--- src/rtl/imem_loader.sv ---
// Streams a length-prefixed program image into instruction memory one word at a time,
// holding the CPU in reset until the whole image has been written.
module imem_loader #(
    parameter int unsigned ADDR_W    = 10,
    parameter int unsigned BASE_ADDR = 0
) (
    input  logic              clk_i,
    input  logic              rst_i,
    input  logic [7:0]        in_data_i,
    input  logic              in_valid_i,
    output logic              in_ready_o,
    input  logic              start_i,
    output logic              im_we_o,
    output logic [ADDR_W-1:0] im_addr_o,
    output logic [31:0]       im_wdata_o,
    output logic              cpu_rst_o,
    output logic              busy_o,
    output logic              done_o,
    output logic              err_o
);

    typedef enum logic [2:0] {
        StHdrHi,
        StHdrLo,
        StData,
        StFin,
        StDone
    } state_e;

    state_e              state_q, state_d;
    logic [15:0]         count_q;
    logic [15:0]         idx_q;
    logic [1:0]          bcnt_q;
    logic [31:0]         asm_q;
    logic                in_ready_q;
    logic                im_we_q;
    logic [ADDR_W-1:0]   im_addr_q;
    logic [31:0]         im_wdata_q;
    logic                cpu_rst_q;
    logic                busy_q;
    logic                done_q;
    logic                err_q;

    logic                accept;
    logic [31:0]         word;
    logic [32:0]         tgt;
    logic                in_range;
    logic                last_word;
    logic [15:0]         count_full;

    assign accept     = in_valid_i && in_ready_q;
    assign word       = {asm_q[23:0], in_data_i};
    assign count_full = {count_q[15:8], in_data_i};
    // Wide sum so an address past the top of memory is detected rather than wrapped.
    assign tgt        = 33'(BASE_ADDR) + 33'(idx_q);
    assign in_range   = tgt < (33'd1 << ADDR_W);
    assign last_word  = (17'(idx_q) + 17'd1) == 17'(count_q);

    always_comb begin
        state_d = state_q;
        case (state_q)
            StHdrHi: if (accept) state_d = StHdrLo;
            StHdrLo: if (accept) state_d = (count_full == 16'd0) ? StFin : StData;
            StData:  if (accept && bcnt_q == 2'd3 && last_word) state_d = StFin;
            StFin:   state_d = StDone;
            StDone:  if (start_i) state_d = StHdrHi;
            default: state_d = StHdrHi;
        endcase
    end

    always_ff @(posedge clk_i or posedge rst_i) begin
        if (rst_i) begin
            state_q    <= StHdrHi;
            count_q    <= 16'd0;
            idx_q      <= 16'd0;
            bcnt_q     <= 2'd0;
            asm_q      <= 32'd0;
            in_ready_q <= 1'b1;
            im_we_q    <= 1'b0;
            im_addr_q  <= '0;
            im_wdata_q <= 32'd0;
            cpu_rst_q  <= 1'b1;
            busy_q     <= 1'b1;
            done_q     <= 1'b0;
            err_q      <= 1'b0;
        end else begin
            state_q    <= state_d;
            in_ready_q <= (state_d == StHdrHi) || (state_d == StHdrLo) || (state_d == StData);
            cpu_rst_q  <= (state_d != StDone);
            busy_q     <= (state_d != StDone);
            done_q     <= (state_d == StDone);
            im_we_q    <= 1'b0;
            case (state_q)
                StHdrHi: begin
                    if (accept) count_q[15:8] <= in_data_i;
                end
                StHdrLo: begin
                    if (accept) begin
                        count_q[7:0] <= in_data_i;
                        idx_q        <= 16'd0;
                        bcnt_q       <= 2'd0;
                    end
                end
                StData: begin
                    if (accept) begin
                        asm_q  <= word;
                        bcnt_q <= bcnt_q + 2'd1;
                        if (bcnt_q == 2'd3) begin
                            idx_q <= idx_q + 16'd1;
                            // Out-of-range words are still consumed to keep the stream framed.
                            if (in_range) begin
                                im_we_q    <= 1'b1;
                                im_addr_q  <= ADDR_W'(tgt);
                                im_wdata_q <= word;
                            end else begin
                                err_q <= 1'b1;
                            end
                        end
                    end
                end
                StDone: begin
                    if (start_i) begin
                        idx_q <= 16'd0;
                        err_q <= 1'b0;
                        asm_q <= 32'd0;
                    end
                end
                default: ;
            endcase
        end
    end

    assign in_ready_o = in_ready_q;
    assign im_we_o    = im_we_q;
    assign im_addr_o  = im_addr_q;
    assign im_wdata_o = im_wdata_q;
    assign cpu_rst_o  = cpu_rst_q;
    assign busy_o     = busy_q;
    assign done_o     = done_q;
    assign err_o      = err_q;

endmodule
--- config.mk ---
export PLATFORM = sky130hd
export DESIGN_NAME = imem_loader
export DESIGN_NICKNAME = d
export VERILOG_FILES = /design/src/rtl/imem_loader.sv
export SDC_FILE = /design/constraint.sdc
export NUM_CORES = 1
export LEC_CHECK = 0
export CAP_MARGIN = 20
export CORE_MARGIN = 3
export CORE_UTILIZATION = 35
export DETAILED_ROUTE_END_ITERATION = 10
export SYNTH_ARGS = -nofsm -noshare
export SYNTH_HDL_FRONTEND = slang
export SYNTH_SLANG_ARGS = --single-unit
export TNS_END_PERCENT = 50
--- constraint.sdc ---
create_clock -name clk_i -period 4.1 [get_ports clk_i]
set_input_delay 0.82 -clock clk_i [delete_from_list [all_inputs] [get_ports clk_i]]
set_output_delay 0.82 -clock clk_i [all_outputs]
set_load 0.02 [all_outputs]
Fig. 1: run 1, cell sizes after repair
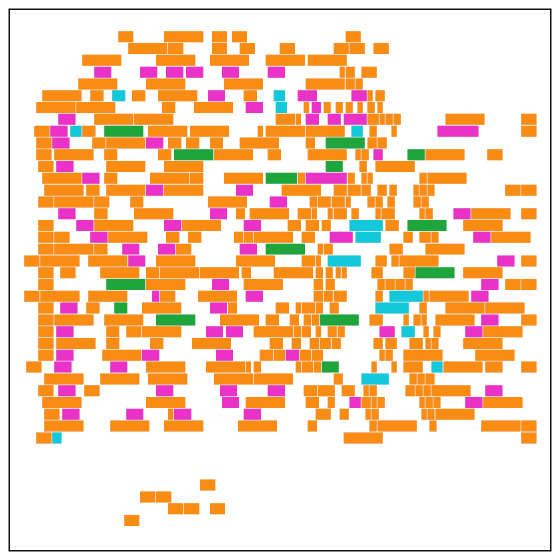
drive 3 to 4: in cyan, cells 14, share 3.0%. drive 1 or less: in orange, cells 363, share 79%. drive 2: in magenta, cells 71, share 15%. drive 6 and up: in green, cells 14, share 3.0%.

Fig. 2: run 1, clock routing
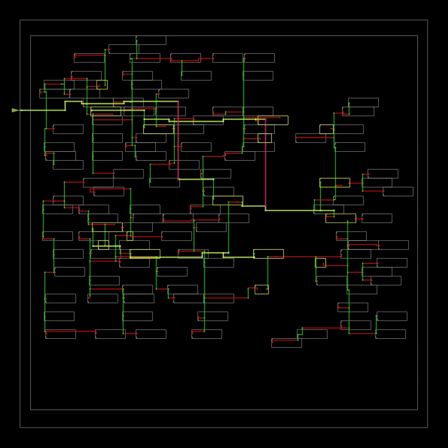
CLK BUF: 9
power in the clock group: 0.000852 W

==> results.tsv, run 1 <==
stage	metric	value	unit
yosys	Synth Flop Type	dfrtp_1	
yosys	Cells after Synth	405	
yosys	Post-synth EDFFs	0	
die	die width	124	um
worst_hold_path	Hold Startpoint	im_addr_o[4]	
yosys	Top cell area share	0.540	
yosys	syn_area_per_cell	12.1	um2
worst_setup_path	crit path max fanout	28	
placed_design	GPL Wtd Cong	0.906	
power_and_ir_drop	Cell Pwr Density	535	nW/um2
grt	met2 GRT Util	0.233	
cells_and_area	final design utilization	0.442	
cells_and_area	final non-filler cell total	638	
detailed_routing	TritonRoute pass-1 iters	4	
detailed_routing	DRT antenna net count	0	
power_and_ir_drop	Flop+latch power	0.00153	W
flow_run	Log Warnings	26	
detailed_routing	initial DRC count	210	
grt	met3 GRT Util	0.0433	
yosys	floorplan net count	419	
cells_and_area	share of layout cells above drive strength 1	0.214	
die	tap cells	176	
cells_and_area	Non-clock buffering overhead	0.108	
worst_setup_path	R2R setup slack	1.24	ns
final_timing	setup TNS	0	ns
worst_setup_path	kind of critical path	reg -> reg	
final_timing	fmax	350	MHz
yosys	most common cell in the netlist	dfrtp_1	
placed_design	count of input and output buffers	59	
grt	first-pass GRT wire length	18600	um
power_and_ir_drop	P_comb	0.000813	W
placed_design	placed insts	622	
cells_and_area	flop count	108	
worst_setup_path	reg2reg start	state_q[2]	
final_timing	Tcrit/Tclk final	0.697	
die	fp util	0.364	
grt	pin count of the biggest net entering global routing	63	
detailed_routing	Residual DRC	0	
cells_and_area	ClkCell Share	0.0486	
worst_setup_path	top cell family by delay on the critical path	simple AND/OR/NAND/NOR gates	
final_timing	final count of pins violating max slew	0	
die	die height	124	um
power_and_ir_drop	Lkg Pwr	2.67	nW
clock_tree	TritonCTS clock tree	done	
worst_setup_path	crit-path max cell delay	0.60	ns
worst_setup_path	number of stages on the worst setup path	7	
yosys	Syn Std Cell Area	4910	um2
die	chip area	15500	um2
cells_and_area	# fillers	1268	
clock_tree	Post-CTS Setup Bufs	0	
final_timing	final setup fails	0	
grt	total gr overflow	0	
worst_hold_path	Hold Path Sink	im_addr_o[4]	
worst_setup_path	WP data arrival	3.09	ns
cells_and_area	Leading cell kind	sequential cells	
clock_tree	Latency at later pin	0.35	ns
placed_design	worst slack, placed	0.954	ns
yosys	fraction of registers with async set/reset	1.00	
grt	gr busiest metal	met2	
power_and_ir_drop	combinational power share	0.254	
cells_and_area	Commonest Layout Cell	dfrtp_1	
power_and_ir_drop	Tot Pwr	0.00320	W
final_timing	Slew @ Worst Pin	1.04	ns
die	CORE AREA	13500	um2
final_timing	hold slack	0.492	ns
clock_tree	Clock Sinks	108	
run_status	status	completed	
worst_setup_path	startpoint types	register	
clock_tree	Clk pin slew, worst setup/hold paths	0.07	ns
cells_and_area	sequential fraction of total cell area	0.453	
worst_hold_path	Worst Hold Class	reg -> reg	
cells_and_area	Final nets	471	
flow_run	max cap viols	0	
worst_setup_path	slowest stage cell, crit path	nand3_2	
yosys	cells in synth_stat.txt	405	
worst_setup_path	R2R cell count	7	
final_timing	worst rel slew slack	0.303	
yosys	Flops after synth	108	
worst_hold_path	WHS Path Cells	1	
yosys	sequential-to-total area share from yosys stat	0.551	
cells_and_area	multi-input gates	267	
cells_and_area	most instantiated logic cells after routing	dfrtp_1 (106), clkdlybuf4s50_1 (59), mux2_2 (57)	
Fig. 3: run 1, gate-type map
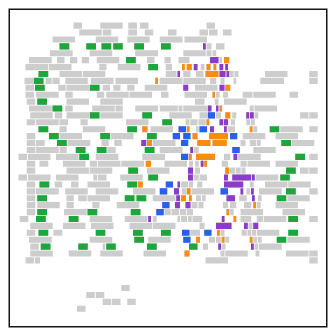
XOR/XNOR gates: in blue, cells 17, most used xnor2_1, where center. multiplexers: in green, cells 59, most used mux2_2. NOR gates: in orange, cells 37, most used nor2_1. NAND gates: in purple, cells 44, most used nand2_1.

run 1: cell families (layout without fill, tap and decap cells):
logic type                 count (synthesis)  after routing  synth area share
AOI/OAI and AO/OA                         91             91             0.124
DFF                                      108            108             0.551
buffers and inverters                     30             87            0.0290
xor gates and xnor gates                  17             17            0.0303
and+or+nand+nor                           98             98             0.126
adders and majority gates                  2              2           0.00509
muxes                                     59             59             0.135
run 1: sequential cells by signal, summed over array words and instances, names as in the netlist:
signal	cells
im_wdata_o	32
im_we_o	1
idx_q	16
in_ready_o	1
im_addr_o	10
count_q	16
err_o	1
asm_q	24
state_q	3
bcnt_q	2
done_o	1
busy_o	1
run 1: routing by layer:
metal,vias up,share of wire
li1,1597,-
met1,1695,0.47
met2,76,0.47
met3,6,0.052
met4,0,0.0073
met5,-,0
Fig. 4: run 1, cell classes on the final placement
Scale bar: 20 um. Fill, decap, tap and diode cells in gray.
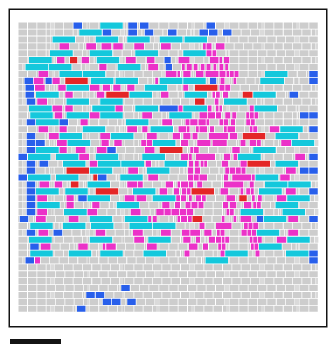

--- run 2 (diff from run 1) ---
clock period = 2.7 ns   (was 4.1 ns; I/O delays follow)
Fig. 5: run 2, cell classes on the final placement
Scale bar: 20 um. Fill, decap, tap and diode cells in gray.
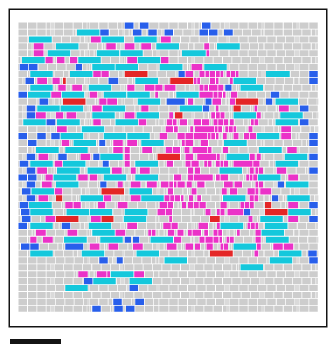
other buffers and delay cells: in blue, cells 78, share of their area 13%. clock drivers and dummy loads: in red, cells 16, share of their area 4.9%. all other logic: in magenta, cells 273, share of their area 36%. flops: in cyan, cells 108, share of their area 46%.

Fig. 6: run 2, gate-type map
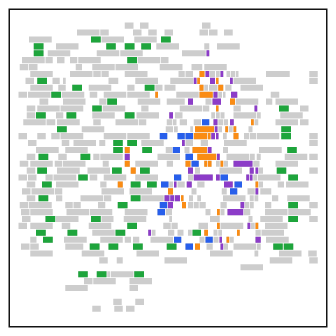
multiplexers: in green, cells 59, most used mux2_2, where spread over the die. NOR gates: in orange, cells 37, most used nor2_1. NAND gates: in purple, cells 44, most used nand2_1. XOR/XNOR gates: in blue, cells 17, most used xnor2_1, where center.

Fig. 7: run 2, cell sizes after repair
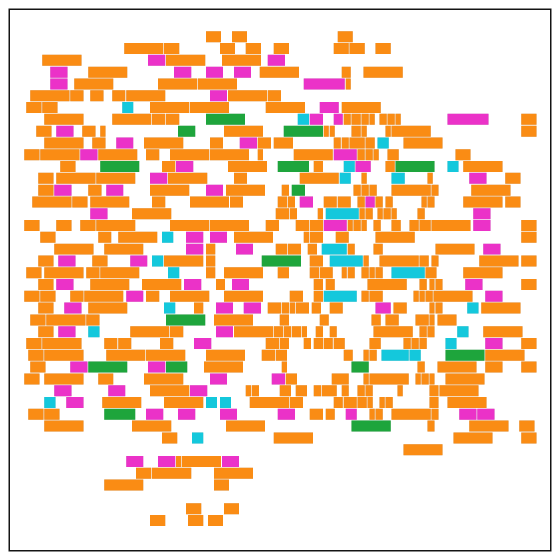
drive 2: in magenta, cells 70, share 15%. drive 1 or less: in orange, cells 364, share 77%. drive 6 and up: in green, cells 15, share 3.2%. drive 3 to 4: in cyan, cells 26, share 5.5%.

==> run 2 against run 1 <==
Effect of this change: non-clock buffer count up 13; final cell count up 2.0%; flip-flop count unchanged; register-to-register slack worse by 1.0 ns.
==> results.tsv, run 2 <==
stage	metric	value	unit
final_timing	fmax	400	MHz
yosys	fraction of registers with async set/reset	1.00	
worst_setup_path	startpoint types	register	
worst_setup_path	kind of critical path	reg -> reg	
detailed_routing	metal2 WL	5510	um
die	die width	124	um
worst_hold_path	Worst Hold Class	reg -> reg	
grt	met3 GRT Util	0.0506	
cells_and_area	sequential fraction of total cell area	0.444	
die	CORE AREA	13500	um2
yosys	syn_area_per_cell	12.1	um2
cells_and_area	flop count	108	
cells_and_area	share of layout cells above drive strength 1	0.234	
final_timing	worst rel slew slack	0.377	
yosys	Post-synth EDFFs	0	
detailed_routing	TritonRoute pass-1 iters	4	
yosys	Flops after synth	108	
worst_hold_path	WHS Path Cells	1	
cells_and_area	Non-clock buffering overhead	0.125	
detailed_routing	highest routed metal layer	met4	
cells_and_area	ClkCell Share	0.0471	
yosys	sequential-to-total area share from yosys stat	0.551	
die	tap cells	176	
power_and_ir_drop	Tot Pwr	0.00487	W
yosys	cells in synth_stat.txt	405	
cells_and_area	final non-filler cell total	651	
final_timing	hold slack	0.493	ns
final_timing	final count of pins violating max slew	0	
worst_setup_path	WP data arrival	2.76	ns
run_status	status	completed	
yosys	Synth Flop Type	dfrtp_1	
die	chip area	15500	um2
worst_setup_path	crit path max fanout	5	
cells_and_area	multi-input gates	267	
detailed_routing	initial DRC count	238	
clock_tree	TritonCTS clock tree	done	
grt	pin count of the biggest net entering global routing	64	
detailed_routing	Residual DRC	0	
detailed_routing	Met3 Routed Length	798	um
die	die height	124	um
cells_and_area	CLK BUF	11	
cells_and_area	Commonest Layout Cell	dfrtp_1	
worst_setup_path	R2R cell count	8	
placed_design	placed insts	635	
worst_hold_path	Hold Startpoint	im_addr_o[4]	
worst_setup_path	reg2reg start	idx_q[0]	
cells_and_area	max FFs per register	32	
cells_and_area	most instantiated logic cells after routing	dfrtp_1 (106), clkdlybuf4s50_1 (59), mux2_2 (57)	
clock_tree	Latency at later pin	0.36	ns
clock_tree	Clk pin slew, worst setup/hold paths	0.07	ns
cells_and_area	Leading cell kind	sequential cells	
==> run 2: report_power, final <==
group | switching (W) | internal [W] | total [W]
Sequential | 0.000329 | 0.00200 | 0.00233
Combinational | 0.000601 | 0.000655 | 0.00126
Clock | 0.000622 | 0.000663 | 0.00129
==> run 2: critical path, stage by stage (launching register included) <==
cell and delay [ns]:
dfrtp_1 0.39, ha_1 0.28, and3_1 0.29, and3_2 0.27, xnor2_1 0.13, a2111o_1 0.44
nor4_1 0.35, a21o_2 0.22, a21oi_2 0.05
==> run 2: cells by family after synthesis <==
kind of cell | Yosys count | share of synthesized area
and+or+nand+nor | 98 | 0.126
adders and majority gates | 2 | 0.00509
muxes | 59 | 0.135
AOI/OAI and AO/OA | 91 | 0.124
buffers and inverters | 30 | 0.0290
xor gates and xnor gates | 17 | 0.0303
DFF | 108 | 0.551
Fig. 8: run 2, clock routing
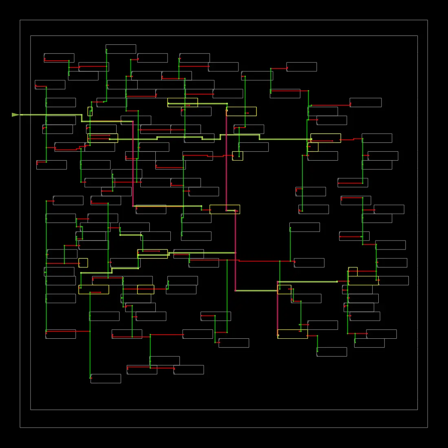

--- run 3 (diff from run 2) ---
CORE_UTILIZATION = 41   (was 35)
Fig. 9: run 3, clock routing
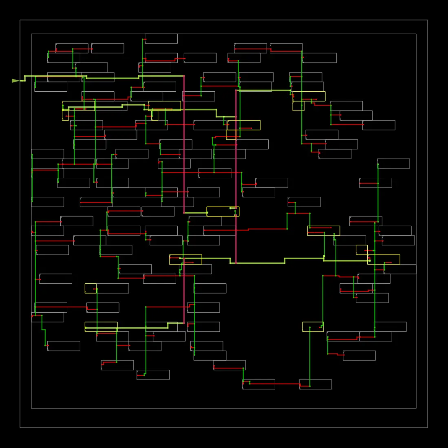
power in the clock group: 0.00128 W
CTS Buf Count: 9
flop count: 108

Fig. 10: run 3, cell classes on the final placement
Scale bar: 20 um. Fill, decap, tap and diode cells in gray.
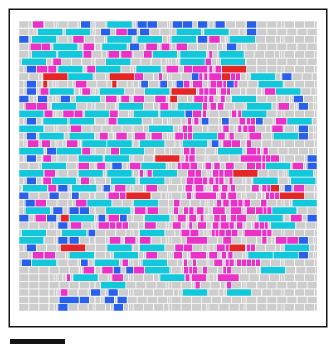
clock drivers and dummy loads: in red, cells 16, share of their area 4.9%. flops: in cyan, cells 108, share of their area 46%. other buffers and delay cells: in blue, cells 79, share of their area 13%. all other logic: in magenta, cells 273, share of their area 36%.

==> run 3 against run 2 <==
Effect of this change: synthesized cell count is the same; via count decreased by 1.5%; utilization up 7.2 points.
==> results.tsv, run 3 <==
stage	metric	value	unit
worst_hold_path	WHS Path Cells	1	
placed_design	worst slack, placed	0.100	ns
final_timing	setup TNS	0	ns
yosys	Top cell area share	0.540	
detailed_routing	TritonRoute pass-1 iters	4	
yosys	cells in synth_stat.txt	405	
worst_setup_path	kind of critical path	reg -> reg	
worst_hold_path	Worst Hold Class	reg -> reg	
grt	gr busiest metal	met2	
yosys	sequential-to-total area share from yosys stat	0.551	
die	chip area	13300	um2
final_timing	final count of pins violating max slew	0	
worst_setup_path	WP data arrival	2.76	ns
run_status	status	completed	
clock_tree	Latency at later pin	0.36	ns
final_timing	Slew @ Worst Pin	1.00	ns
final_timing	worst rel slew slack	0.328	
yosys	Post-synth EDFFs	0	
yosys	Flops after synth	108	
yosys	Adder Area Share	0.00509	
worst_setup_path	top cell family by delay on the critical path	simple AND/OR/NAND/NOR gates	
detailed_routing	Residual DRC	0	
worst_hold_path	Hold Path Sink	asm_q[16]	
yosys	syn_area_per_cell	12.1	um2
clock_tree	Post-CTS Setup Bufs	0	
detailed_routing	DRT antenna net count	0	
final_timing	hold slack	0.497	ns
placed_design	placed insts	603	
worst_setup_path	crit-path max cell delay	0.61	ns
yosys	floorplan net count	419	
final_timing	Tcrit/Tclk final	0.914	
detailed_routing	metal2 WL	5380	um
worst_setup_path	R2R cell count	8	
grt	met2 GRT Util	0.290	
grt	pin count of the biggest net entering global routing	109	
power_and_ir_drop	Flop+latch power	0.00234	W
power_and_ir_drop	switching power	0.00160	W
yosys	Synth Flop Type	dfrtp_1	
power_and_ir_drop	Lkg Pwr	2.73	nW
die	fp util	0.425	
power_and_ir_drop	Clock power frac	0.262	
cells_and_area	final design utilization	0.522	
clock_tree	Clk pin slew, worst setup/hold paths	0.07	ns
worst_hold_path	Hold Startpoint	asm_q[16]	
Fig. 11: run 3, cell sizes after repair
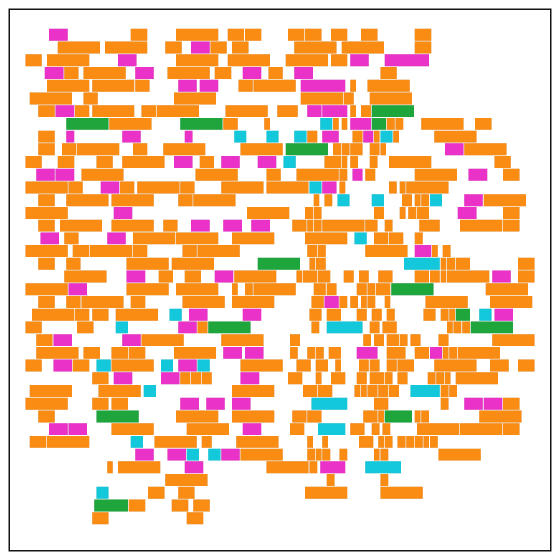
area grow syn2layout: 22.9%
Final WS setup: 0.233 ns
Design Area, Final: 6040 um2
Non-clock buffers: 79

-- run 3: cell types whose count changed in the layout (fill, tap and decap cells not counted), sizes merged --
cell	previous run	this run
buf	19	20
clkbuf	11	9
clkinv	1	4
clkinvlp	3	2
-- run 3: cell type report --
type                       instances  area (um2)
sequential                       108        2710
timing repair buffer              79         753
inverter                           6        26.3
clock buffer                       9         225
fill                            1046        5520
tap                              143         179
multi-input combinational        267        2090
clock inverter                     7        60.1
-- run 3: what timing repair did --
item / CTS / global route
gates resized: 0 / 1
endpoints found under the hold margin: 0 / 0
endpoints found under the setup margin: 0 / 1
hold buffers: 0 / 0
-- run 3: logic make-up after synthesis --
kind of cell	after synthesis
AND-OR/OR-AND	91
XOR/XNOR	17
adder cells (fa/ha/maj)	2
buffers and inverters	30
flip-flops	108
multiplexers	59
AND/OR/NAND/NOR	98
Power figures rest on the tool's default switching activity, not on a simulated workload.
